==> run_1/layers.png <==
Scale: 6 px per um. Only two layers are drawn.
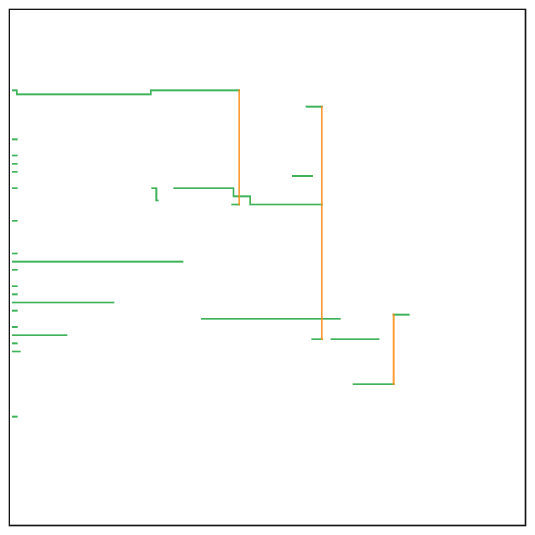
==> run_1/ff_map.png <==
Scale: 6 px per um. Other sequential cells in the stronger grey, the rest of the logic in the fainter grey.
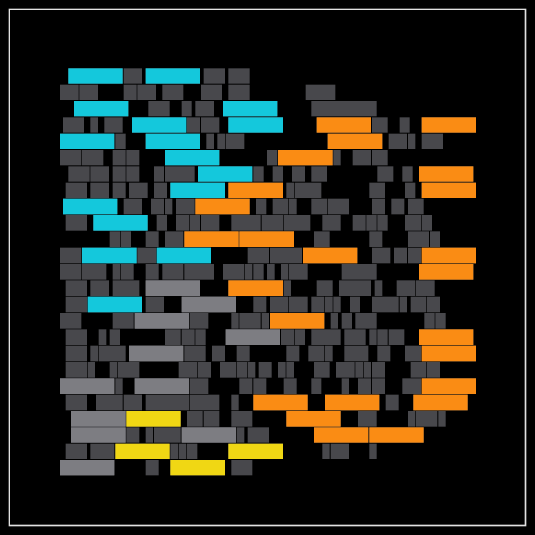
==> run_1/m1.png <==
Scale: 6 px per um. Supply wires on this layer in grey.
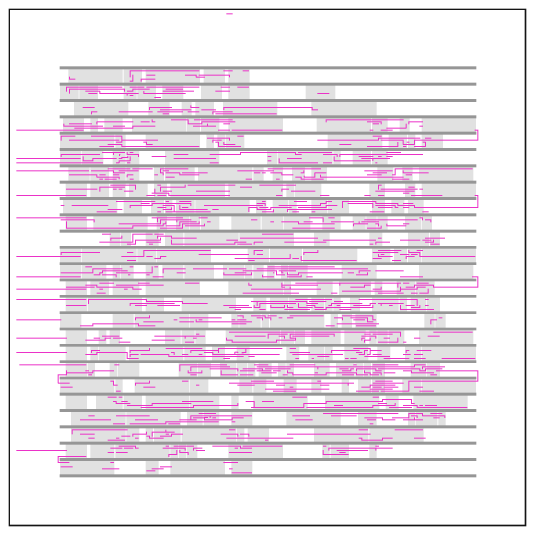
===== src/rtl/glitch_pkg.sv =====
// Shared types and helpers for the trigger conditioning path.
// Holds the FSM state type, edge-select codes and a counter-width helper.
package glitch_pkg;

    typedef enum logic [1:0] {
        TC_DISARMED,
        TC_ARMED,
        TC_HOLDOFF
    } tc_state_t;

    localparam logic [1:0] EDGE_RISE = 2'b00;
    localparam logic [1:0] EDGE_FALL = 2'b01;
    localparam logic [1:0] EDGE_BOTH = 2'b10;
    localparam logic [1:0] EDGE_NONE = 2'b11;

    // Bits needed to hold the values 0..n, never less than one.
    function automatic int cnt_width(input int n);
        int w;
        w = $clog2(n + 1);
        return (w < 1) ? 1 : w;
    endfunction

endpackage


===== src/rtl/sync_filter.sv =====
// Metastability synchroniser followed by a stability (deglitch) filter.
// Ports: clk, rst (async, active-high), d_async (raw pin) -> level (filtered).
module sync_filter
    import glitch_pkg::*;
#(
    parameter int SYNC_STAGES   = 2,
    parameter int FILTER_CYCLES = 12
) (
    input  logic clk,
    input  logic rst,
    input  logic d_async,
    output logic level
);

    localparam int FW = cnt_width(FILTER_CYCLES);

    logic [SYNC_STAGES-1:0] sync_q;
    logic [FW-1:0]          cnt_q;
    logic                   sync;

    assign sync = sync_q[SYNC_STAGES-1];

    always_ff @(posedge clk or posedge rst) begin
        if (rst) begin
            sync_q <= '0;
        end else begin
            sync_q <= {sync_q[SYNC_STAGES-2:0], d_async};
        end
    end

    // The new value is accepted only after it has differed from the
    // current level for FILTER_CYCLES consecutive cycles.
    always_ff @(posedge clk or posedge rst) begin
        if (rst) begin
            level <= 1'b0;
            cnt_q <= '0;
        end else if (sync == level) begin
            cnt_q <= '0;
        end else if (cnt_q == FW'(FILTER_CYCLES - 1)) begin
            level <= sync;
            cnt_q <= '0;
        end else begin
            cnt_q <= cnt_q + 1'b1;
        end
    end

endmodule


===== src/rtl/trigger_conditioner.sv =====
// Turns the raw trigger pin into a single-cycle pulse for glitchGen.
// Ports: clk, rst, trig_in, arm, one_shot, edge_sel -> trig_pulse,
//        trig_level, armed, overrun, trig_count.
module trigger_conditioner
    import glitch_pkg::*;
#(
    parameter int SYNC_STAGES    = 2,
    parameter int FILTER_CYCLES  = 12,
    parameter int HOLDOFF_CYCLES = 12_000_000,
    parameter int CNT_W          = 16
) (
    input  logic             clk,
    input  logic             rst,
    input  logic             trig_in,
    input  logic             arm,
    input  logic             one_shot,
    input  logic [1:0]       edge_sel,
    output logic             trig_pulse,
    output logic             trig_level,
    output logic             armed,
    output logic             overrun,
    output logic [CNT_W-1:0] trig_count
);

    localparam int HW        = cnt_width(HOLDOFF_CYCLES);
    localparam int HOLD_LOAD = (HOLDOFF_CYCLES > 0) ? HOLDOFF_CYCLES - 1 : 0;

    tc_state_t        state_q, state_d;
    logic [HW-1:0]    hold_q, hold_d;
    logic [CNT_W-1:0] count_q, count_d;
    logic             pulse_q, pulse_d;
    logic             over_q, over_d;
    logic             lock_q, lock_d;
    logic             arm_q;
    logic             level_d;
    logic             qual, qual_q;
    logic             rise, fall;

    sync_filter #(
        .SYNC_STAGES  (SYNC_STAGES),
        .FILTER_CYCLES(FILTER_CYCLES)
    ) u_filt (
        .clk    (clk),
        .rst    (rst),
        .d_async(trig_in),
        .level  (trig_level)
    );

    assign rise = trig_level & ~level_d;
    assign fall = ~trig_level & level_d;

    always_comb begin
        qual = 1'b0;
        unique case (edge_sel)
            EDGE_RISE: qual = rise;
            EDGE_FALL: qual = fall;
            EDGE_BOTH: qual = rise | fall;
            EDGE_NONE: qual = 1'b0;
        endcase
    end

    always_ff @(posedge clk or posedge rst) begin
        if (rst) begin
            level_d <= 1'b0;
            qual_q  <= 1'b0;
            arm_q   <= 1'b0;
            state_q <= TC_DISARMED;
            hold_q  <= '0;
            count_q <= '0;
            pulse_q <= 1'b0;
            over_q  <= 1'b0;
            lock_q  <= 1'b0;
        end else begin
            level_d <= trig_level;
            qual_q  <= qual;
            arm_q   <= arm;
            state_q <= state_d;
            hold_q  <= hold_d;
            count_q <= count_d;
            pulse_q <= pulse_d;
            over_q  <= over_d;
            lock_q  <= lock_d;
        end
    end

    // lock_q keeps a one-shot fire from re-arming until arm drops.
    always_comb begin
        state_d = state_q;
        hold_d  = hold_q;
        count_d = count_q;
        pulse_d = 1'b0;
        over_d  = over_q;
        lock_d  = lock_q;
        if (arm && !arm_q) over_d = 1'b0;
        if (!arm) lock_d = 1'b0;
        case (state_q)
            TC_DISARMED: begin
                if (arm && !lock_q) state_d = TC_ARMED;
            end
            TC_ARMED: begin
                // An edge beats arm dropping in the same cycle.
                if (qual_q && !pulse_q) begin
                    pulse_d = 1'b1;
                    if (count_q != '1) count_d = count_q + 1'b1;
                    if (one_shot) begin
                        state_d = TC_DISARMED;
                        lock_d  = 1'b1;
                    end else if (HOLDOFF_CYCLES == 0) begin
                        state_d = TC_ARMED;
                    end else begin
                        state_d = TC_HOLDOFF;
                        hold_d  = HW'(HOLD_LOAD);
                    end
                end else if (!arm) begin
                    state_d = TC_DISARMED;
                end
            end
            TC_HOLDOFF: begin
                if (qual_q) over_d = 1'b1;
                if (hold_q == '0) begin
                    state_d = arm ? TC_ARMED : TC_DISARMED;
                end else begin
                    hold_d = hold_q - 1'b1;
                end
            end
            default: state_d = TC_DISARMED;
        endcase
    end

    assign trig_pulse = pulse_q;
    assign armed      = (state_q == TC_ARMED);
    assign overrun    = over_q;
    assign trig_count = count_q;

endmodule


===== config.mk =====
export PLATFORM = sky130hd
export DESIGN_NAME = trigger_conditioner
export DESIGN_NICKNAME = d
export VERILOG_FILES = /design/src/rtl/glitch_pkg.sv /design/src/rtl/sync_filter.sv /design/src/rtl/trigger_conditioner.sv
export SDC_FILE = /design/constraint.sdc
export NUM_CORES = 1
export LEC_CHECK = 0
export CAP_MARGIN = 20
export CORE_MARGIN = 8
export CORE_UTILIZATION = 56
export DETAILED_ROUTE_END_ITERATION = 6
export MAX_ROUTING_LAYER = met4
export PLACE_DENSITY = 0.79
export SLEW_MARGIN = 20
export SYNTH_ARGS = -nofsm -noshare
export SYNTH_HDL_FRONTEND = slang
export SYNTH_SLANG_ARGS = --single-unit

===== constraint.sdc =====
create_clock -name clk -period 2.8 [get_ports clk]
set_input_delay 0.56 -clock clk [delete_from_list [all_inputs] [get_ports clk]]
set_output_delay 0.56 -clock clk [all_outputs]
set_load 0.05 [all_outputs]

==> out/summary.txt, run 1 <==
R2R Setup Slk -> 0.35 ns
ys flop type -> dfrtp_1
net total in the final layout -> 296
Core ar. -> 4720 um^2
CP arrival -> 2.65 ns
CTS resizes -> 0
HP Class -> reg2reg
worst rel slew slack -> 58.7%
routed vias/inst -> 5.76
syn nets -> 267
n_taps -> 67
remaining antenna violation count after routing -> 0
detailed placement HPWL -> 3780 um
die y size -> 85.8 um
Post-synth EDFFs -> 0
Comb power frac -> 10.3%
cycle use final -> 87.4%
Clock Buffer Count -> 6
status -> finished, final reports clean
largest cells by area after synthesis -> dfrtp_1, xnor2_1, ha_1
Overall Power -> 1.64 mW
GRT Overall Usage -> 16.3%
Mapped Cells -> 254
Registers, synthesis -> 55
logic area -> 1270 um^2
TritonRoute pass-1 iters -> 4
## Picture notes: layers.png
Key: green = M3 [wire length 183 um]; orange = M4 [wire length 69.4 um]
DR vias: 2022
Avg WL per Cell: 15.2 um

## Picture notes: ff_map.png
Key: cyan = trig_count [sequential cells 16]; orange = hold_q [sequential cells 24]; yellow = u_filt.cnt_q [sequential cells 4]
Another 11 sequential cells are not coloured.
Seq area share: 43.3%
fin util: 67.3%

## Picture notes: m1.png
The wires run mostly horizontal. The layer holds 50% of the routed length. The layer carries 2670 um of wire. 273 nets have wire on it.
Final Routed Wirelength: 5330 um
routing usage on met1: 21.1%

[run 1: power by group through the flow]
stage                     sequential, mW  clock, mW  combinational (mW)
after floorplan                    0.927          0               0.126
after global routing               0.936      0.582               0.196
after global placement             0.939          0               0.166
after detailed placement           0.942          0               0.172
final                              0.928      0.541               0.169
after CTS                          0.926      0.554               0.173
[run 1: cells in the final DEF (no fill, tap or decap), drive strengths merged, types with 3 or more instances in the layout]
cell	count
mux2i	6
ha	6
clkbuf	6
nor4	5
nand4	7
nor2b	3
inv	7
nand2	17
and3	7
clkdlybuf4s50	26
nand2b	4
o31ai	5
nand3	8
o21ai	7
buf	4
nor2	18
dfrtp	55
xnor2	14
and4	5
nor3	9
a31oi	5
or4	7
a21oi	6
xor2	7
or3	6
[run 1: logic make-up (layout without fill, tap and decap cells)]
| group | count (synthesis) | in the layout | synth area share [%] |
|---|---|---|---|
| AND-OR/OR-AND | 41 | 41 | 11.6 |
| XOR/XNOR | 21 | 21 | 6.74 |
| multiplexers | 8 | 8 | 3.03 |
| buffers and inverters | 15 | 45 | 2.93 |
| AND/OR/NAND/NOR | 108 | 108 | 22.6 |
| adder cells (fa/ha/maj) | 6 | 6 | 2.75 |
| flip-flops | 55 | 55 | 50.4 |
[run 1: worst max-delay path, stage by stage (launching register included)]
cell,delay [ns]
dfrtp_1,0.42
inv_1,0.09
ha_1,0.14
or4b_1,0.41
or3_1,0.48
o21ai_4,0.42
nor3_1,0.09
o32a_1,0.29
[run 1: registers in the layout, summed over array words and instances (netlist names)]
name and cells:
arm_q 1, hold_q 24, level_d 1, lock_q 1, overrun 1, qual_q 1, state_q 2, trig_count 16
trig_pulse 1, u_filt.cnt_q 4, u_filt.level 1, u_filt.sync_q 2
[run 1: how the worst min path moves through the flow]
stage,depth (start not counted),slack [ns],startpoint,end
final,0,0.37,u_filt.sync_q[0]$_DFF_PP0_,u_filt.sync_q[1]$_DFF_PP0_
after global routing,0,0.38,u_filt.sync_q[0]$_DFF_PP0_,u_filt.sync_q[1]$_DFF_PP0_
after CTS,0,0.38,u_filt.sync_q[0]$_DFF_PP0_,u_filt.sync_q[1]$_DFF_PP0_
after detailed placement,0,0.35,u_filt.sync_q[0]$_DFF_PP0_,u_filt.sync_q[1]$_DFF_PP0_
after global placement,0,0.34,u_filt.sync_q[0]$_DFF_PP0_,u_filt.sync_q[1]$_DFF_PP0_
after floorplan,0,0.33,u_filt.sync_q[0]$_DFF_PP0_,u_filt.sync_q[1]$_DFF_PP0_
[run 1: per-layer routing]
layer | global-route usage (%) | wire, um | vias up
li1 | - | - | 999
met4 | 5.73 | 69 | 0
met5 | - | 0 | -
met2 | 25.0 | 2410 | 33
met1 | 21.1 | 2670 | 983
met3 | 3.34 | 182 | 7
[run 1: per-stage QoR]
| step | util (%) | hold slack, ns | worst slack, ns |
|---|---|---|---|
| floorplan | - | 0.331 | 0.606 |
| global placement | 64.8 | 0.343 | 0.418 |
| detailed placement | 64.8 | 0.353 | 0.369 |
| CTS | 67.3 | 0.375 | 0.352 |
| global route | 67.3 | 0.380 | 0.157 |
| finish | 67.3 | 0.369 | 0.351 |
==> run 2: changes to the inputs <==
--- a/config.mk
+++ b/config.mk
@@ -11,6 +11,7 @@
 export DETAILED_ROUTE_END_ITERATION = 6
 export MAX_ROUTING_LAYER = met4
 export PLACE_DENSITY = 0.79
+export SETUP_SLACK_MARGIN = 0.4
 export SLEW_MARGIN = 20
 export SYNTH_ARGS = -nofsm -noshare
 export SYNTH_HDL_FRONTEND = slang
==> run_2/layers.png <==
Scale: 6 px per um. Only two layers are drawn.
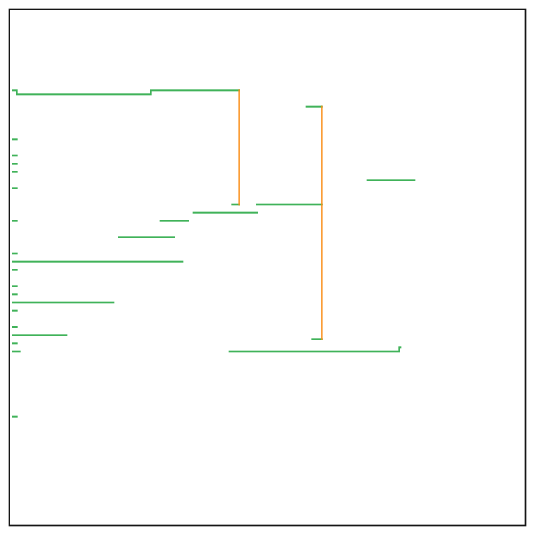
Key: orange = M4 [wire length 57.8 um]; green = M3 [wire length 181 um]

==> run_2/ff_map.png <==
Scale: 6 px per um. Other sequential cells in the stronger grey, the rest of the logic in the fainter grey.
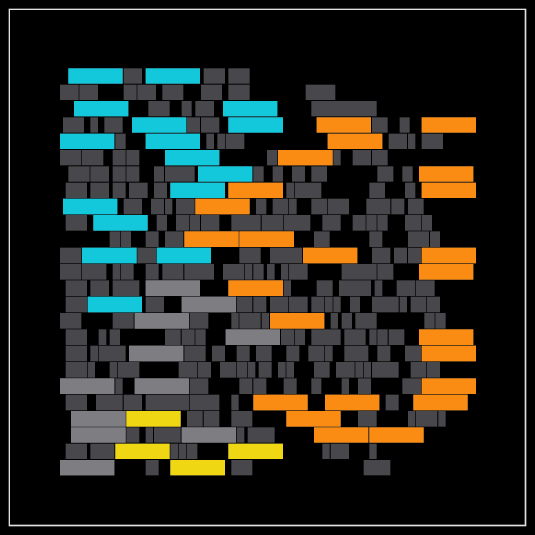
Key: yellow = u_filt.cnt_q [sequential cells 4]; orange = hold_q [sequential cells 24]; cyan = trig_count [sequential cells 16]
Another 11 sequential cells are not coloured.
Flop area: 1380 um^2
Sequential Power: 928 uW
Seq area share: 42.7%
fin util: 68.2%

==> run_2/m3.png <==
Scale: 4 px per um.
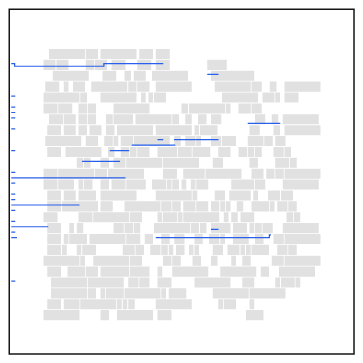
The wires run mostly horizontal. The layer carries 181 um of wire. The layer holds 3.4% of the routed length.

==> out/summary.txt, run 2 <==
status -> finished, final reports clean
Post-synth EDFFs -> 0 (unchanged)
Core ar. -> 4720 um^2 (unchanged)
Place WS -> 0.369 ns (unchanged)
remaining antenna violation count after routing -> 0 (unchanged)
Most flops, register -> hold_q
worst rel slew slack -> 59.6% (+0.84 points)
Crit path max-delay family -> simple AND/OR/NAND/NOR gates
CP arrival -> 2.53 ns (-0.12 ns)
syn nets -> 267 (unchanged)
most frequent logic cell in the layout -> dfrtp_1
GRT Overall Usage -> 16.3% (-0.063 points)
Post-Syn Area -> 2730 um^2
top cells by count -> dfrtp_1, nor2_1, nand2_1
fin worst setup slack -> 0.506 ns (+0.155 ns)
DR vias -> 2028 (+0.30%)
largest net degree at the start of global routing -> 50
Overall Power -> 1.63 mW (-0.31%)
Mapped Cells -> 254 (unchanged)
CP max-delay cell -> nor4_1
max reg flops -> 24 (unchanged)
Worst Skew -> 0.00418 ns
Synth Area per Inst -> 10.7 um^2
Avg WL per Cell -> 15.1 um (-0.61%)
detailed placement HPWL -> 3780 um (unchanged)
TritonRoute pass-1 iters -> 4 (unchanged)
Critical path buffers and inverters -> 0 (-1)
Final Routed Wirelength -> 5350 um (+0.24%)
ys flop type -> dfrtp_1
routed vias/inst -> 5.73 (-0.55%)
cycle use final -> 81.9% (-5.5 points)
HP Class -> reg2reg
CP peak stage delay -> 0.56 ns (+0.08 ns)
Registers, synthesis -> 55 (unchanged)
Setup crit end kind -> flip-flop
Top cells excl fill/tap -> dfrtp_1, clkdlybuf4s50_1, nor2_1, nand2_1, xnor2_1
die y size -> 85.8 um (unchanged)
largest cells by area after synthesis -> dfrtp_1, xnor2_1, ha_1
crit-path cells -> nor4_1 -> nand4_2 -> or2_1 -> or4_1 -> nand3_1
asr flop ratio synth -> 100%
net total in the final layout -> 299 (+1.0%)
run 2: cell types whose count changed in the layout (fill, tap and decap cells not counted), sizes merged:
cell / before / now
clkdlybuf4s50: 26 / 25
dlymetal6s2s: 0 / 1
buf: 4 / 7
run 2: cell families after synthesis:
| family | after synthesis | synth area share, % |
|---|---|---|
| adder cells (fa/ha/maj) | 6 | 2.75 |
| AND/OR/NAND/NOR | 108 | 22.6 |
| AND-OR/OR-AND | 41 | 11.6 |
| XOR/XNOR | 21 | 6.74 |
| multiplexers | 8 | 3.03 |
| buffers and inverters | 15 | 2.93 |
| flip-flops | 55 | 50.4 |
run 2: final timing paths:
check	from	endpoint	slack (ns)	cells past startpoint
worst max register to register	hold_q[6]$_DFFE_PP0P_	hold_q[21]$_DFFE_PP0P_	0.51	5
worst min register to register	u_filt.sync_q[0]$_DFF_PP0_	u_filt.sync_q[1]$_DFF_PP0_	0.37	0
worst min-delay path	u_filt.sync_q[0]$_DFF_PP0_	u_filt.sync_q[1]$_DFF_PP0_	0.37	0
min in group asynchronous	rst	level_d$_DFF_PP0_	0.46	2
worst max-delay path	hold_q[6]$_DFFE_PP0P_	hold_q[21]$_DFFE_PP0P_	0.51	5
max in group asynchronous	rst	hold_q[21]$_DFFE_PP0P_	1.87	3
run 2: power groups by stage:
stage,Combinational [mW],Sequential (mW),Clock (mW)
after floorplan,0.126,0.927,0
final,0.170,0.928,0.536
after detailed placement,0.172,0.942,0
after global routing,0.195,0.936,0.581
after CTS,0.173,0.926,0.554
after global placement,0.166,0.939,0
run 2: layout make-up:
class | count | area, um^2
clock buffers | 6 | 82.6
clock inverters | 2 | 35.0
fillers | 365 | 1500
inverters | 7 | 26.3
multi-input cells | 184 | 1290
flip-flops and latches | 55 | 1380
well taps | 67 | 83.8
repair buffers | 33 | 328
run 2: routing by layer:
layer	vias to the layer above	global-route usage (%)	share of wire, %
li1	1007	-	-
met1	982	20.9	49
met2	34	25.0	47
met3	5	3.34	3.4
met4	0	5.57	1.1
met5	-	-	0
run 2: worst register-to-register path, cell delays in order, from the launching register on:
cell	delay, ns
dfrtp_1	0.43
nor4_1	0.56
nand4_2	0.34
or2_1	0.38
or4_1	0.41
nand3_1	0.10
run 2: per-stage QoR:
step	instances	hold slack (ns)	util, %
final	354	0.369	68.2
after detailed placement	343	0.353	64.8
after floorplan	254	0.331	-
after CTS	354	0.375	67.8
after global routing	354	0.380	68.2
after global placement	343	0.343	64.8
run 2: what timing repair did:
action,4_1_cts,5_1_grt
buffers inserted,3,0
endpoints found under the setup margin,1,11
gates resized,0,4
hold buffers,0,0
pin swaps,1,0
Power figures rest on the tool's default switching activity, not on a simulated workload.
